File: config.mk
export PLATFORM = sky130hd
export DESIGN_NAME = struct_rr_arbiter
export DESIGN_NICKNAME = d
export VERILOG_FILES = /design/src/rtl/struct_rr_arbiter.sv
export SDC_FILE = /design/constraint.sdc
export NUM_CORES = 1
export LEC_CHECK = 0
export ABC_AREA = 1
export CAP_MARGIN = 10
export CELL_PAD_IN_SITES_DETAIL_PLACEMENT = 0
export CELL_PAD_IN_SITES_GLOBAL_PLACEMENT = 1
export CORE_MARGIN = 3
export CORE_UTILIZATION = 28
export DETAILED_ROUTE_END_ITERATION = 6
export PLACE_DENSITY = 0.78
export SYNTH_ARGS = -nofsm -noshare
export SYNTH_HDL_FRONTEND = slang
export SYNTH_SLANG_ARGS = --single-unit
File: constraint.sdc
create_clock -name clk -period 1.4 [get_ports clk]
set_input_delay 0.21 -clock clk [delete_from_list [all_inputs] [get_ports clk]]
set_output_delay 0.21 -clock clk [all_outputs]
set_load 0.01 [all_outputs]
File: src/rtl/struct_rr_arbiter.sv
`default_nettype none
// ============================================================================
// Module   : struct_rr_arbiter
// Brief    : Two-source round-robin arbiter for structured payloads, with
//            source lock-in and a one-deep registered output stage.
// Revision : 1.0 - initial release
// ============================================================================

package struct_rr_arbiter_pkg;
    typedef struct packed {
        logic [3:0] part_a;
        logic [1:0] part_b;
    } packed_struct_t;
endpackage

module struct_rr_arbiter
    import struct_rr_arbiter_pkg::*;
#(
    parameter int         CNT_W     = 4,
    parameter logic [1:0] LOCK_CODE = 2'b11
) (
    input  logic                      clk,
    input  logic                      rst_n,
    input  logic [1:0]                in_valid,
    output logic [1:0]                in_ready,
    input  packed_struct_t [1:0]      in_data,
    output logic                      out_valid,
    input  logic                      out_ready,
    output packed_struct_t            out_data,
    output logic                      out_src,
    output logic [1:0][CNT_W-1:0]     grant_cnt,
    output logic                      locked
);

    localparam logic [1:0] c_ST_IDLE  = 2'd0;
    localparam logic [1:0] c_ST_LOCK0 = 2'd1;
    localparam logic [1:0] c_ST_LOCK1 = 2'd2;

    logic [1:0]       r_state;
    logic [1:0]       w_state_nxt;
    logic             r_last_winner;
    logic             r_out_valid;
    packed_struct_t   r_out_data;
    logic             r_out_src;
    logic [CNT_W-1:0] r_cnt [2];

    logic             w_free;
    logic [1:0]       w_in_ready;
    logic             w_locked;
    logic             w_xfer;
    logic             w_src;

    assign w_free = !r_out_valid || out_ready;
    assign w_xfer = |(in_valid & w_in_ready);
    // At most one ready bit is ever set, so the upper bit names the source.
    assign w_src  = w_in_ready[1];

    // State register
    always_ff @(posedge clk) begin
        if (!rst_n) begin
            r_state <= c_ST_IDLE;
        end else begin
            r_state <= w_state_nxt;
        end
    end

    // Next-state logic: any accepted transfer decides lock entry or release.
    always_comb begin
        w_state_nxt = r_state;
        if (w_xfer) begin
            if (in_data[w_src].part_b == LOCK_CODE) begin
                w_state_nxt = w_src ? c_ST_LOCK1 : c_ST_LOCK0;
            end else begin
                w_state_nxt = c_ST_IDLE;
            end
        end
    end

    // Output logic: grant selection and lock indication.
    always_comb begin
        w_in_ready = 2'b00;
        w_locked   = (r_state == c_ST_LOCK0) || (r_state == c_ST_LOCK1);
        if (rst_n && w_free) begin
            case (r_state)
                c_ST_IDLE: begin
                    if (&in_valid) begin
                        w_in_ready = r_last_winner ? 2'b01 : 2'b10;
                    end else begin
                        w_in_ready = in_valid;
                    end
                end
                c_ST_LOCK0: w_in_ready = {1'b0, in_valid[0]};
                c_ST_LOCK1: w_in_ready = {in_valid[1], 1'b0};
                default:    w_in_ready = 2'b00;
            endcase
        end
    end

    assign in_ready = w_in_ready;
    assign locked   = w_locked;

    // Output register and round-robin history
    always_ff @(posedge clk) begin
        if (!rst_n) begin
            r_out_valid   <= 1'b0;
            r_out_data    <= '0;
            r_out_src     <= 1'b0;
            r_last_winner <= 1'b1;
        end else if (w_xfer) begin
            r_out_valid   <= 1'b1;
            r_out_data    <= in_data[w_src];
            r_out_src     <= w_src;
            r_last_winner <= w_src;
        end else if (out_ready) begin
            r_out_valid   <= 1'b0;
        end
    end

    assign out_valid = r_out_valid;
    assign out_data  = r_out_data;
    assign out_src   = r_out_src;

    generate
        for (genvar gi = 0; gi < 2; gi++) begin : g_cnt
            always_ff @(posedge clk) begin
                if (!rst_n) begin
                    r_cnt[gi] <= '0;
                end else if (in_valid[gi] && w_in_ready[gi]) begin
                    r_cnt[gi] <= r_cnt[gi] + CNT_W'(1);
                end
            end
            assign grant_cnt[gi] = r_cnt[gi];
        end
    endgenerate

endmodule

`default_nettype wire

==> run summary <==
met2 WL: 1.24 mm
clock buffers: 4
hold_sp: out_data[5]
Latency at later pin: 0.29 ns
Clock power frac: 20.2%
1st-iter DRT viols: 20
reg2reg path depth: 9
Post-DRT Antenna Nets: 0
Placed Instance Area: 1530 µm²
top post-synthesis cells by count: nand2_1 (34), dfxtp_1 (11), nor2_1 (11)
FF-to-FF Start: r_state[0]
global-route wire length before repair: 4.01 mm
Cells after DPL: 208
max layer used: met4
combinational power: 429 µW
tool warning count: 32
Root Driver: clkbuf_4
# nets final: 196
Power Internal: 949 µW
Flops after synth: 19
vias per cell: 4.35
H-Tree Level Count: 1
diode count: 0
met3 WL: 134 µm
initial antenna violation count: 0
M2 GR Usage: 21.7%
ys async rst share: 0%
worst setup margin: -0.177 ns
Mapped Cells: 116
endpoints failing setup: 25
pin count of the biggest net entering global routing: 15
Sw Ratio: 29.5%
clock buffer and inverter area fraction after layout: 1.51%
power after layout: 1.35 mW
PD cells: 773 nW/µm²
most frequent cells in the layout: nand2_1 (28), clkdlybuf4s50_1 (16), buf_4 (13), dlygate4sd2_1 (11)
RSZ-0062 raised after global routing: true
DIE HEIGHT: 65.7 µm
dominant kind of combinational cell: simple AND/OR/NAND/NOR gates
Worst Hold Depth: 2
routed wire length: 2.39 mm
share of post-route cells with drive strength above 1: 34.3%
MI comb cells: 85
crit path kind: reg -> out
XORs/XNORs by Area: 3.51%
largest area contributor in the netlist: edfxtp_1
type of origin of the critical path: register
distinct lib cells: 21
Top cell excl fill/tap: nand2_1
Yosys top cell by instances: nand2_1
Largest Register: r_cnt
number of global-route vias before repair: 927
Largest register FFs: 8
worst-path maximum fanout: 4
Ys Warns: 0
Mapped Area: 997 µm²
simple-gate share of the synthesized area: 31.1%
maximum VDD drop: 0.282 mV
Flop area: 468 µm²
EDFF count, synth: 8
I/O Pins: 36
R2R Path End: r_cnt[0][2]
failing checks: negative setup slack
met3 Resource Use GR: 2.56%
cell type taking the most area: logic gates
CTS tree: done
Crit path required time: 1.19 ns
register area share after synthesis: 46.2%
GP Congestion: 0.746
GR met1 Demand/Resource: 13.9%
GRT Residual Overflow: 0
Non-clock buffers: 52
worst slew pin tran: 0.183 ns
Initial Utilization: 29.4%
logic area: 636 µm²
status: finished, violations left
Mean Syn Cell Area: 8.60 µm²
router iterations before antenna repair: 5
yosys cell count: 116
sequential share of power: 48.0%
CTS buffer count: 3
-- cell families after synthesis --
family                   Yosys count
AND-OR/OR-AND                     11
XOR/XNOR                           4
adder cells (fa/ha/maj)            6
AND/OR/NAND/NOR                   63
buffers and inverters             13
flip-flops                        19
-- through the flow --
step,setup slack (ns),util (%)
6_report,-0.177,51.5
4_1_cts,-0.184,48.5
5_1_grt,-0.233,51.5
3_3_place_gp,-0.582,45.0
2_1_floorplan,-0.0118,-
3_5_place_dp,-0.577,45.0
-- critical path: stages, from the launching register on --
cell and delay, ns:
dfxtp_4 0.40, inv_2 0.06, ha_4 0.15, buf_4 0.13, a21oi_4 0.15, nor2_4 0.06
buf_6 0.11
Wiring by layer:
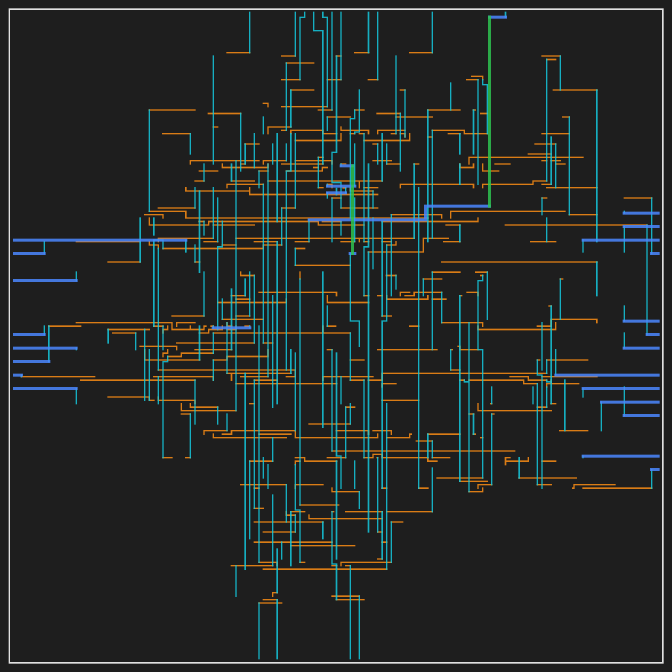
legend:
  orange:
    layer: met1
    wire_length: 988 µm
  cyan:
    layer: met2
    wire_length: 1240 µm
  blue:
    layer: met3
    wire_length: 135 µm
  green:
    layer: met4
    wire_length: 27.9 µm
via count: 949
GRT Total Usage: 12.0%
drt wl/cell: 11.0 µm

Placed cells, one color a class:
Fill, decap, tap and diode cells in gray.
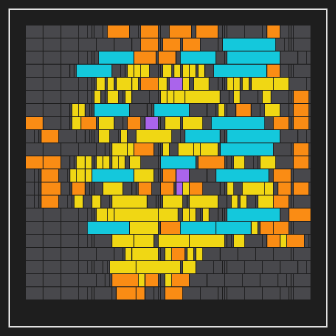
legend:
  yellow:
    class: all other logic
    cells: 97
  purple:
    class: clock drivers and dummy loads
    cells: 4
  cyan:
    class: flip-flops
    cells: 19
  orange:
    class: other buffers and delay cells
    cells: 52
standard-cell rows: 21
Finished Core Util: 51.5%
Final Cell Area: 1740 µm²
flop share of the area: 26.8%
Core ar.: 3390 µm²

Cell sizes after repair:
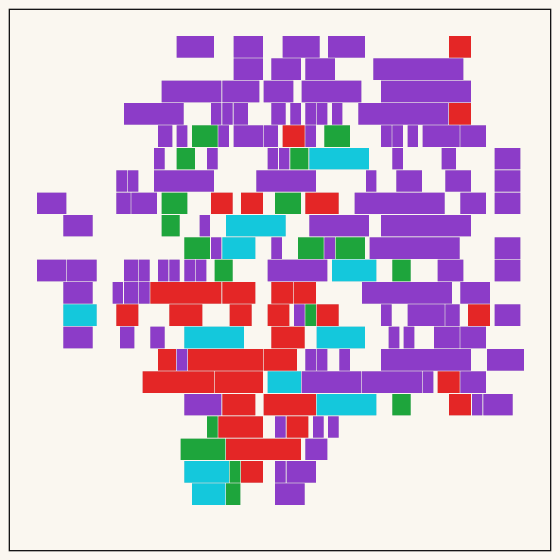
legend:
  red:
    size: drive 3 to 4
    cells: 30
    share: 17%
  purple:
    size: drive 1 or less
    cells: 113
    share: 66%
  green:
    size: drive 2
    cells: 18
    share: 10%
  cyan:
    size: drive 6 and up
    cells: 11
    share: 6.4%

Cell placement:
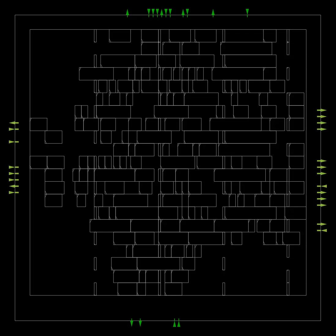
flop count: 19
Well Taps: 46
final std cells w/o fill: 218
Fillers: 331

No activity file was given, so power comes from the tool's default toggle rates.
